### config.mk
export PLATFORM = sky130hd
export DESIGN_NAME = ifid_ctrl_flat
export DESIGN_NICKNAME = d
export VERILOG_FILES = /design/src/rtl/ifid_if.sv /design/src/rtl/ifid_ctrl.sv /design/src/flat_wrapper.sv
export SDC_FILE = /design/constraint.sdc
export NUM_CORES = 1
export LEC_CHECK = 0
export ABC_AREA = 1
export ABC_CLOCK_PERIOD_IN_PS = 2460
export CORE_MARGIN = 2
export CORE_UTILIZATION = 40
export DETAILED_ROUTE_END_ITERATION = 8
export GPL_ROUTABILITY_DRIVEN = 0
export GPL_TIMING_DRIVEN = 0
export PLACE_DENSITY = 0.75
export SYNTH_ARGS = -nofsm -noshare
export SYNTH_HDL_FRONTEND = slang
export SYNTH_SLANG_ARGS = --single-unit
### constraint.sdc
create_clock -name clk -period 2.46 [get_ports clk]
set_clock_uncertainty 0.2 [all_clocks]
set_input_delay 0.369 -clock clk [delete_from_list [all_inputs] [get_ports clk]]
set_output_delay 0.369 -clock clk [all_outputs]
set_load 0.05 [all_outputs]
### src/rtl/ifid_if.sv
// Handshake and data bundle between the fetch stage, the IF/ID latch and decode.
interface ifid_if;
  logic [31:0] npc;
  logic [31:0] instr;
  logic        if_valid;
  logic        id_ready;
  logic        flush;
  logic        ex_memread;
  logic [4:0]  ex_rt;
  logic [31:0] npcout;
  logic [31:0] instrout;
  logic        id_valid;
  logic        if_ready;
  logic [15:0] stall_cnt;
  logic [15:0] flush_cnt;

  modport master (
    output npc, instr, if_valid, id_ready, flush, ex_memread, ex_rt,
    input  npcout, instrout, id_valid, if_ready, stall_cnt, flush_cnt
  );

  modport slave (
    input  npc, instr, if_valid, id_ready, flush, ex_memread, ex_rt,
    output npcout, instrout, id_valid, if_ready, stall_cnt, flush_cnt
  );
endinterface

### src/rtl/ifid_ctrl.sv
// IF/ID pipeline latch with load-use bubble insertion, branch flush and
// saturating stall/flush event counters.
module ifid_ctrl (
  input  logic   clk,
  input  logic   rst,
  ifid_if.slave  bus
);

  typedef enum logic [1:0] {EMPTY, FULL, HAZ} state_t;

  state_t      state, state_n;
  logic [31:0] npc_q, npc_n;
  logic [31:0] instr_q, instr_n;
  logic [15:0] stall_q, flush_q;
  logic        stall_inc, flush_inc;
  logic        hazard;
  logic        id_valid, if_ready;

  // Load-use check against the held instruction's rs/rt fields; masked in HAZ
  // so the same instruction only ever costs one bubble.
  assign hazard = (state == FULL) && bus.ex_memread && (bus.ex_rt != 5'd0) &&
                  ((bus.ex_rt == instr_q[25:21]) || (bus.ex_rt == instr_q[20:16]));

  assign id_valid = ((state == FULL) && !hazard) || (state == HAZ);
  assign if_ready = !bus.flush && ((state == EMPTY) || (id_valid && bus.id_ready));

  always_comb begin
    state_n   = state;
    npc_n     = npc_q;
    instr_n   = instr_q;
    stall_inc = 1'b0;
    flush_inc = 1'b0;
    if (bus.flush) begin
      state_n   = EMPTY;
      npc_n     = 32'd0;
      instr_n   = 32'd0;
      flush_inc = (state != EMPTY);
    end else begin
      unique case (state)
        EMPTY: begin
          if (bus.if_valid) begin
            state_n = FULL;
            npc_n   = bus.npc;
            instr_n = bus.instr;
          end
        end
        FULL, HAZ: begin
          if (hazard) begin
            state_n   = HAZ;
            stall_inc = 1'b1;
          end else if (bus.id_ready) begin
            if (bus.if_valid) begin
              state_n = FULL;
              npc_n   = bus.npc;
              instr_n = bus.instr;
            end else begin
              state_n = EMPTY;
            end
          end
        end
        default: state_n = EMPTY;
      endcase
    end
  end

  always_ff @(posedge clk) begin
    if (rst) begin
      state   <= EMPTY;
      npc_q   <= 32'd0;
      instr_q <= 32'd0;
      stall_q <= 16'd0;
      flush_q <= 16'd0;
    end else begin
      state   <= state_n;
      npc_q   <= npc_n;
      instr_q <= instr_n;
      if (stall_inc && (stall_q != 16'hFFFF)) stall_q <= stall_q + 16'd1;
      if (flush_inc && (flush_q != 16'hFFFF)) flush_q <= flush_q + 16'd1;
    end
  end

  assign bus.npcout    = npc_q;
  assign bus.instrout  = instr_q;
  assign bus.id_valid  = id_valid;
  assign bus.if_ready  = if_ready;
  assign bus.stall_cnt = stall_q;
  assign bus.flush_cnt = flush_q;

endmodule

### src/flat_wrapper.sv
// flat-port wrapper written by rule: the top's interface ports become plain ports
module ifid_ctrl_flat 
  (clk, rst, bus_npc, bus_instr, bus_if_valid, bus_id_ready, bus_flush, bus_ex_memread, bus_ex_rt, bus_npcout, bus_instrout, bus_id_valid, bus_if_ready, bus_stall_cnt, bus_flush_cnt);
  ifid_if bus_i ();
  input  logic clk;
  input  logic rst;
  input wire logic [$bits(bus_i.npc)-1:0] bus_npc;
  input wire logic [$bits(bus_i.instr)-1:0] bus_instr;
  input wire logic [$bits(bus_i.if_valid)-1:0] bus_if_valid;
  input wire logic [$bits(bus_i.id_ready)-1:0] bus_id_ready;
  input wire logic [$bits(bus_i.flush)-1:0] bus_flush;
  input wire logic [$bits(bus_i.ex_memread)-1:0] bus_ex_memread;
  input wire logic [$bits(bus_i.ex_rt)-1:0] bus_ex_rt;
  output wire logic [$bits(bus_i.npcout)-1:0] bus_npcout;
  output wire logic [$bits(bus_i.instrout)-1:0] bus_instrout;
  output wire logic [$bits(bus_i.id_valid)-1:0] bus_id_valid;
  output wire logic [$bits(bus_i.if_ready)-1:0] bus_if_ready;
  output wire logic [$bits(bus_i.stall_cnt)-1:0] bus_stall_cnt;
  output wire logic [$bits(bus_i.flush_cnt)-1:0] bus_flush_cnt;
  assign bus_i.npc = bus_npc;
  assign bus_i.instr = bus_instr;
  assign bus_i.if_valid = bus_if_valid;
  assign bus_i.id_ready = bus_id_ready;
  assign bus_i.flush = bus_flush;
  assign bus_i.ex_memread = bus_ex_memread;
  assign bus_i.ex_rt = bus_ex_rt;
  assign bus_npcout = bus_i.npcout;
  assign bus_instrout = bus_i.instrout;
  assign bus_id_valid = bus_i.id_valid;
  assign bus_if_ready = bus_i.if_ready;
  assign bus_stall_cnt = bus_i.stall_cnt;
  assign bus_flush_cnt = bus_i.flush_cnt;
  ifid_ctrl u_core (.clk(clk), .rst(rst), .bus(bus_i));
endmodule
==> results.cfg, run 1 <==
; yosys + openroad results
[final_timing]
timing_max_transition_violations_final = 0

[logic_synthesis]
edf_count = 0
syn-cell-area_sq_mm = 0.00435
ys_chip_area_sq_mm = 0.00435
synth.lib_cells_used.distinct = 28
synth.comb.largest_family = simple AND/OR/NAND/NOR gates
synth-warning-count = 0
asyncSetResetFlopFracSynth_pct = 0

[final_layout]
n_multi_input_combinational_cell = 435
diodes_inserted = 1
finalNetCount = 872
non_clock_inverter_count = 47
ff_latch_area_sq_mm = 0.00198
most-common-layout-cells = clkdlybuf4s50_1, nor2_1, dfxtp_1
layout.area.top_class = multi-input combinational cells
seq_cell_count = 98

[critical_path]
timing.critical_path.to = bus_if_ready
rr_endpoint = u_core.bus.npcout[19]
critical_path.cell_chain = inv_1 > ha_1 > nand3_1 > inv_1 > nand2_2 > nand2_1 > nand2_2 > nand2_2 > a21oi_4 > buf_6

[cts]
numClockSinks = 98
number_of_buffers_added_by_the_clock_tree_synthesis_step = 9

[detailed_routing]
drc_errors = 0

[grt]
total_track_usage_pct = 21.4
gr-total-overflow = 0

[run_status]
status = finished clean

[job]
maxCapViolCount = 0

[floorplanning]
io-pin-count = 173

[placed_design]
buffer_ports.inserted = 172

[hold_path]
holdCritPathClass = flip-flop to flip-flop
-- run 1: repair_timing --
action                                  CTS  global route
gates resized                            15             7
cloned                                    0             0
setup buffers                             0             0
endpoints found under the setup margin    2            26
pin swaps                                 0             0
hold buffers                              0             0
-- run 1: report_power, final --
group / leakage [nW] / internal [mW] / switching (mW)
combinational: 1.55 / 0.275 / 0.421
clock: 0.107 / 0.568 / 0.545
sequential: 0.802 / 1.64 / 0.0342
total: 2.45 / 2.49 / 1.00
-- run 1: routing by layer --
metal	GRT usage (%)	vias to the layer above	part of all wire [%]
met1	23.0	2077	40
met4	9.25	0	2.3
met3	8.38	22	10
met2	37.2	161	48
li1	-	2329	-
met5	0	-	0
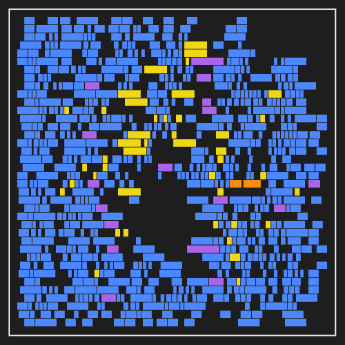
Fig. 1. Drive-strength map (run 1).
Scale: 3 px per micron.
| size | colour | cells |
|---|---|---|
| _6 and larger | purple | 17 |
| _2 cells | yellow | 43 |
| _3 and _4 cells | orange | 2 |
| _0 and _1 cells | blue | 733 |
nonclk buf count: 200
relative area change from synthesis to final layout: 49.1%
final cell area excluding filler cells: 0.00648 sq mm
minimum setup slack in the final design: 131 ps

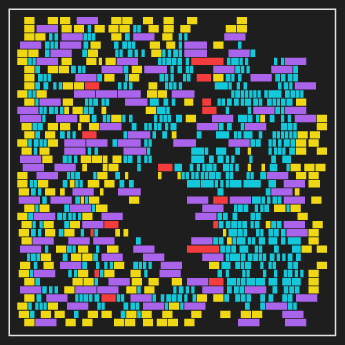
Fig. 2. Cell classes on the final placement (run 1).
Scale: 3 px per micron.
| class | colour | cells | share of their area |
|---|---|---|---|
| sequential cells | purple | 98 | 31% |
| combinational and other logic | cyan | 482 | 36% |
| clock drivers and dummy loads | red | 15 | 3.3% |
| remaining buffers and delay cells | yellow | 200 | 30% |
sequential portion of the cell area: 30.5%
final core utilization: 60.6%
core region area: 0.0107 sq mm
# rows: 38

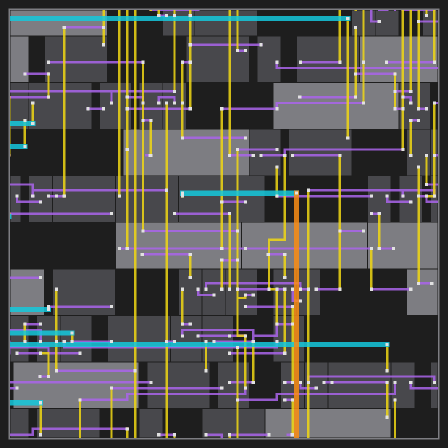
Fig. 3. A small window of the routed layout (run 1).
Window x 15 to 40, y 69 to 94 microns. Cells in grey, sequential cells in the stronger grey; small squares are vias.
| layer | colour |
|---|---|
| metal 3 | cyan |
| metal 4 | orange |
| metal 1 | purple |
| metal 2 | yellow |
most frequent: nor2_1 (17), clkdlybuf4s50_1 (14)
netlist names of flops here include: `u_core.bus.instrout` (9)
sequential cells in the window: 9
cells with their middle in the window: 53

## Run 2: what changed since run 1
- ABC_AREA: 1 -> unset
- PLACE_DENSITY: 0.75 -> 0.88
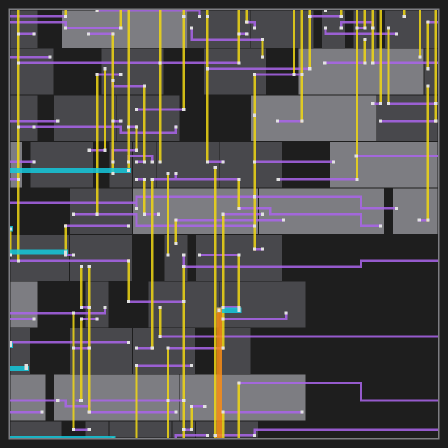
Fig. 4. A small window of the routed layout (run 2).
Window x 14 to 39, y 67 to 92 microns. Cells in grey, sequential cells in the stronger grey; small squares are vias.
| layer | colour |
|---|---|
| metal 1 | purple |
| metal 4 | orange |
| metal 2 | yellow |
| metal 3 | cyan |
netlist names of flops here include: `u_core.bus.npcout` (5), `u_core.bus.instrout` (3)
most frequent: clkdlybuf4s50_1 (11), dfxtp_1 (8), nor2_1 (7)
sequential cells in the window: 8
cells with their middle in the window: 36

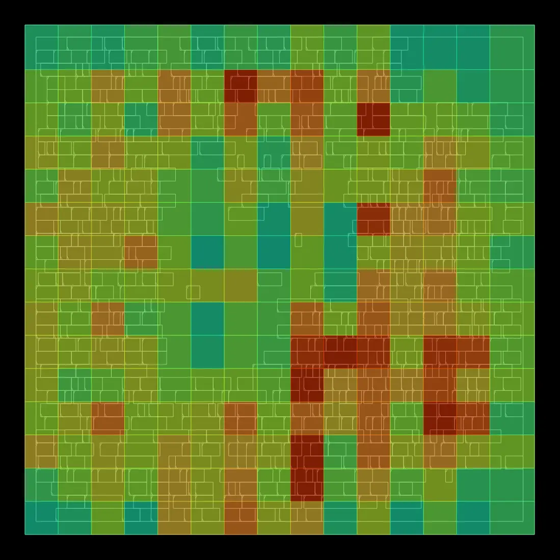
Fig. 5. Track usage over the die (run 2).
total track usage: 20.1%
met2 Resource Use GR: 35.1%
final core utilization: 64.3%

==> run 2 against run 1 <==
Net effect:
- maximum frequency fell by 4.2%
- clock power hardly changed
- core utilization grew 3.8 points
- worst hold slack better by 21 ps
- first-iteration DRC count down 47%
- synthesized area shrank 4.5%
- final area is 1.1% higher
- critical path type is now input pin to primary output
==> results.cfg, run 2 <==
; yosys + openroad results
[cts]
number_of_buffers_added_by_the_clock_tree_synthesis_step = 9
numClockSinks = 98

[run_status]
status = finished clean

[final_timing]
timing_max_transition_violations_final = 0
timing.final.crit_period_ps = 2430

[power]
p_seq_mw = 1.66
seq_power_share_pct = 47.7
netSwitchingPower_uw = 923
clock_power_share_pct = 32.8
power.largest_group = registers
power.static_leakage_nw = 2.60
internal-power_mw = 2.55
pg_clk_mw = 1.14
combPwrFrac_pct = 19.5
comb-power_uw = 679

[final_layout]
n_multi_input_combinational_cell = 314
finalNetCount = 721
layout.area.top_class = multi-input combinational cells
seq-cell-share_pct = 30.3
most-common-layout-cells = clkdlybuf4s50_1, nor2_1, dfxtp_1
diodes_inserted = 0
ff_latch_area_sq_mm = 0.00198
seq_cell_count = 98
non_clock_inverter_count = 9

[grt]
busiest_layer = met2
grt_met1_usage_pct = 22.6
gr-total-overflow = 0

[placed_design]
buffer_ports.inserted = 172

[logic_synthesis]
edf_count = 0
synth.lib_cells_used.distinct = 39
asyncSetResetFlopFracSynth_pct = 0
syn-cell-area_sq_mm = 0.00415
ys_chip_area_sq_mm = 0.00415
synth-warning-count = 0

[floorplanning]
rows = 37
core_area_sq_mm = 0.0102

[critical_path]
worstSetupStartpoint = bus_ex_rt[0]
timing.critical_path.to = bus_if_ready
critical_path.cell_chain = clkdlybuf4s15_2 > or4_4 > o211ai_2 > o21ai_2 > a211oi_4 > buf_6
rr_endpoint = u_core.bus.stall_cnt[13]

[detailed_routing]
detailroute.wirelength.met3_microns = 815
wl_met2_microns = 5780
drc_errors = 0
met1Wirelength_microns = 4650

[job]
maxCapViolCount = 0

[hold_path]
holdCritPathClass = flip-flop to flip-flop
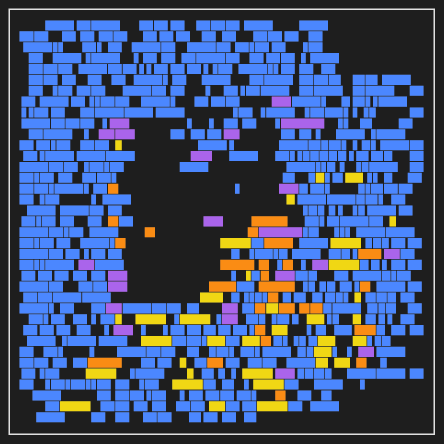
Fig. 6. Drive-strength map (run 2).
Scale: 4 px per micron.
| size | colour | cells | most used |
|---|---|---|---|
| _6 and larger | purple | 22 | clkbuf_8 |
| _2 cells | yellow | 35 | dfxtp_2 |
| _3 and _4 cells | orange | 27 | buf_4 |
| _0 and _1 cells | blue | 561 | clkdlybuf4s50_1 |
minimum setup slack in the final design: 28.6 ps
nonclk buf count: 208
relative area change from synthesis to final layout: 57.8%
final cell area excluding filler cells: 0.00655 sq mm

[run 2: netlist changes by cell type after synthesis, sizes merged, moves of 25 or more]
cell   before  now
mux2i       0   67
inv        47    9
nor2      157  100
nand3      34    9
o21ai      87    9
nand2      75   15
a21oi      35    9
[run 2: what timing repair did]
item	CTS	global route
cloned	1	1
setup endpoints to repair	75	76
endpoints found under the hold margin	0	0
resized	45	27
buffers inserted	5	8
pin swaps	10	8
[run 2: cell families (layout without fill, tap and decap cells)]
| family | after synthesis | in the layout | synth area share, % |
|---|---|---|---|
| compound gates | 30 | 30 | 4.55 |
| xor+xnor | 26 | 26 | 5.49 |
| fa+ha+maj | 6 | 6 | 1.81 |
| buf+inv | 30 | 233 | 3.13 |
| flops | 98 | 98 | 47.3 |
| mux | 70 | 70 | 17.0 |
| simple gates | 182 | 182 | 20.8 |
## Run 3: what changed since run 2
- DONT_BUFFER_PORTS: unset -> 1
- PLACE_DENSITY: 0.88 -> 0.66
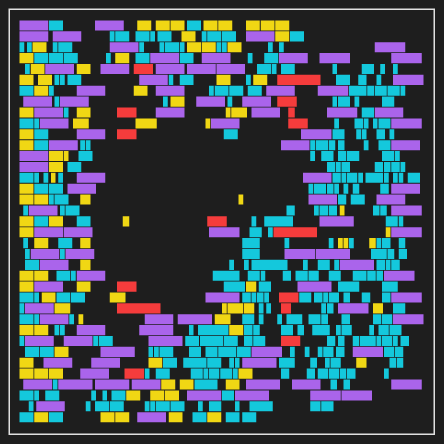
Fig. 7. Cell classes on the final placement (run 3).
Scale: 4 px per micron.
| class | colour | cells | share of their area |
|---|---|---|---|
| sequential cells | purple | 98 | 38% |
| combinational and other logic | cyan | 324 | 42% |
| remaining buffers and delay cells | yellow | 91 | 15% |
| clock drivers and dummy loads | red | 15 | 4.5% |

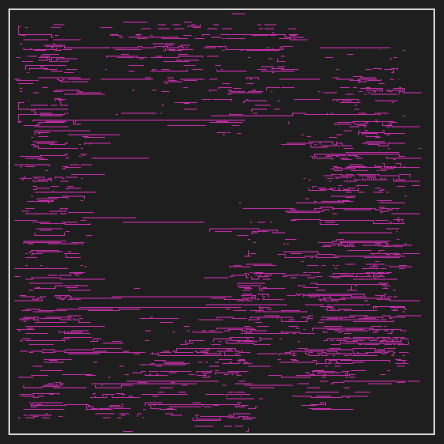
Fig. 8. Met1 routing (run 3).
Scale: 4 px per micron.
nets with wire on the layer: 547
wire length on this layer: 4310 microns
main direction: horizontal
share of all routed wire: 40%
longest straight run: 42.3 microns
wire length reported by the detailed router: 10700 microns
GRT met1 Usage: 21.2%
number of vias after detailed routing: 3462

==> run 3 against run 2 <==
Net effect:
- the run now ends with negative setup slack left
- cell count is 15% lower
- register-to-register slack hardly changed
- maximum frequency fell by 6.5%
- setup slack got worse by 170 ps
- wire length shrank 7.0%
- non-clock buffer count decreased by 117
- synthesized cell count is the same
- final area decreased by 16%
- clock power increased by about 10%
- count of clock-buffer cells in the layout is 1 lower
- worst hold slack got worse by 200 ps
==> results.cfg, run 3 <==
; yosys + openroad results
[final_timing]
timing.final.setup_violations = 1
setup_ws_ps = -141
timing.final.crit_period_ps = 2600

[power]
internal-power_mw = 2.53
pg_clk_mw = 1.26
power.share.switching_pct = 26.8
comb-power_uw = 411
p_seq_mw = 1.80

[run_status]
violations_in_the_final_reports = negative setup slack
status = complete, but fails checks

[cts]
number_of_buffers_added_by_the_clock_tree_synthesis_step = 9
numClockSinks = 98

[critical_path]
worstSetupStartpoint = u_core.bus.instrout[20]

[logic_synthesis]
synth-warning-count = 0
asyncSetResetFlopFracSynth_pct = 0
syn-cell-area_sq_mm = 0.00415
ys_chip_area_sq_mm = 0.00415

[final_layout]
area_delta_synth_final_pct = 32.8
most-common-layout-cells = nor2_1, mux2i_1, dlygate4sd3_1

[grt]
total_track_usage_pct = 18.6
gr-total-overflow = 0
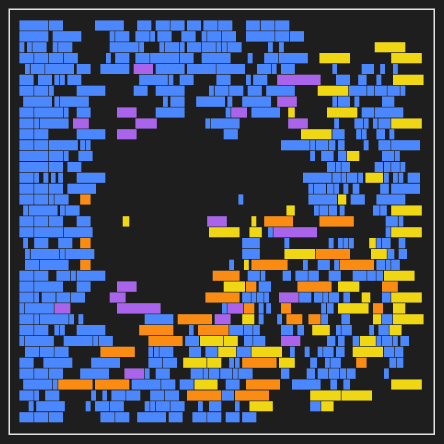
Fig. 9. Drive-strength map (run 3).
Scale: 4 px per micron.
| size | colour | cells | most used |
|---|---|---|---|
| _2 cells | yellow | 50 | dfxtp_2 |
| _3 and _4 cells | orange | 30 | dfxtp_4 |
| _0 and _1 cells | blue | 428 | nor2_1 |
| _6 and larger | purple | 20 | clkbuf_8 |

[run 3: worst max-delay path: cells and delay by family (launching register included)]
family,cells,cell delay (ps)
simple gates,1,70
compound gates,3,890
xor+xnor,1,250
flops,1,460
[run 3: layout make-up]
| class | count | area (sq um) |
|---|---|---|
| Fill cell | 897 | 4670 |
| Tap cell | 136 | 170 |
| Clock buffer | 10 | 138 |
| Buffer | 20 | 136 |
| Clock inverter | 5 | 103 |
| Multi-Input combinational cell | 315 | 2200 |
| Timing Repair Buffer | 71 | 691 |
| Inverter | 9 | 33.8 |
| Sequential cell | 98 | 2040 |
[run 3: per-layer routing]
layer / GRT usage [%] / part of all wire, %
met2: 31.8 / 49
met5: 0 / 0
met1: 21.2 / 40
met3: 5.88 / 8.3
met4: 8.65 / 2.4
Power figures rest on the tool's default switching activity, not on a simulated workload.
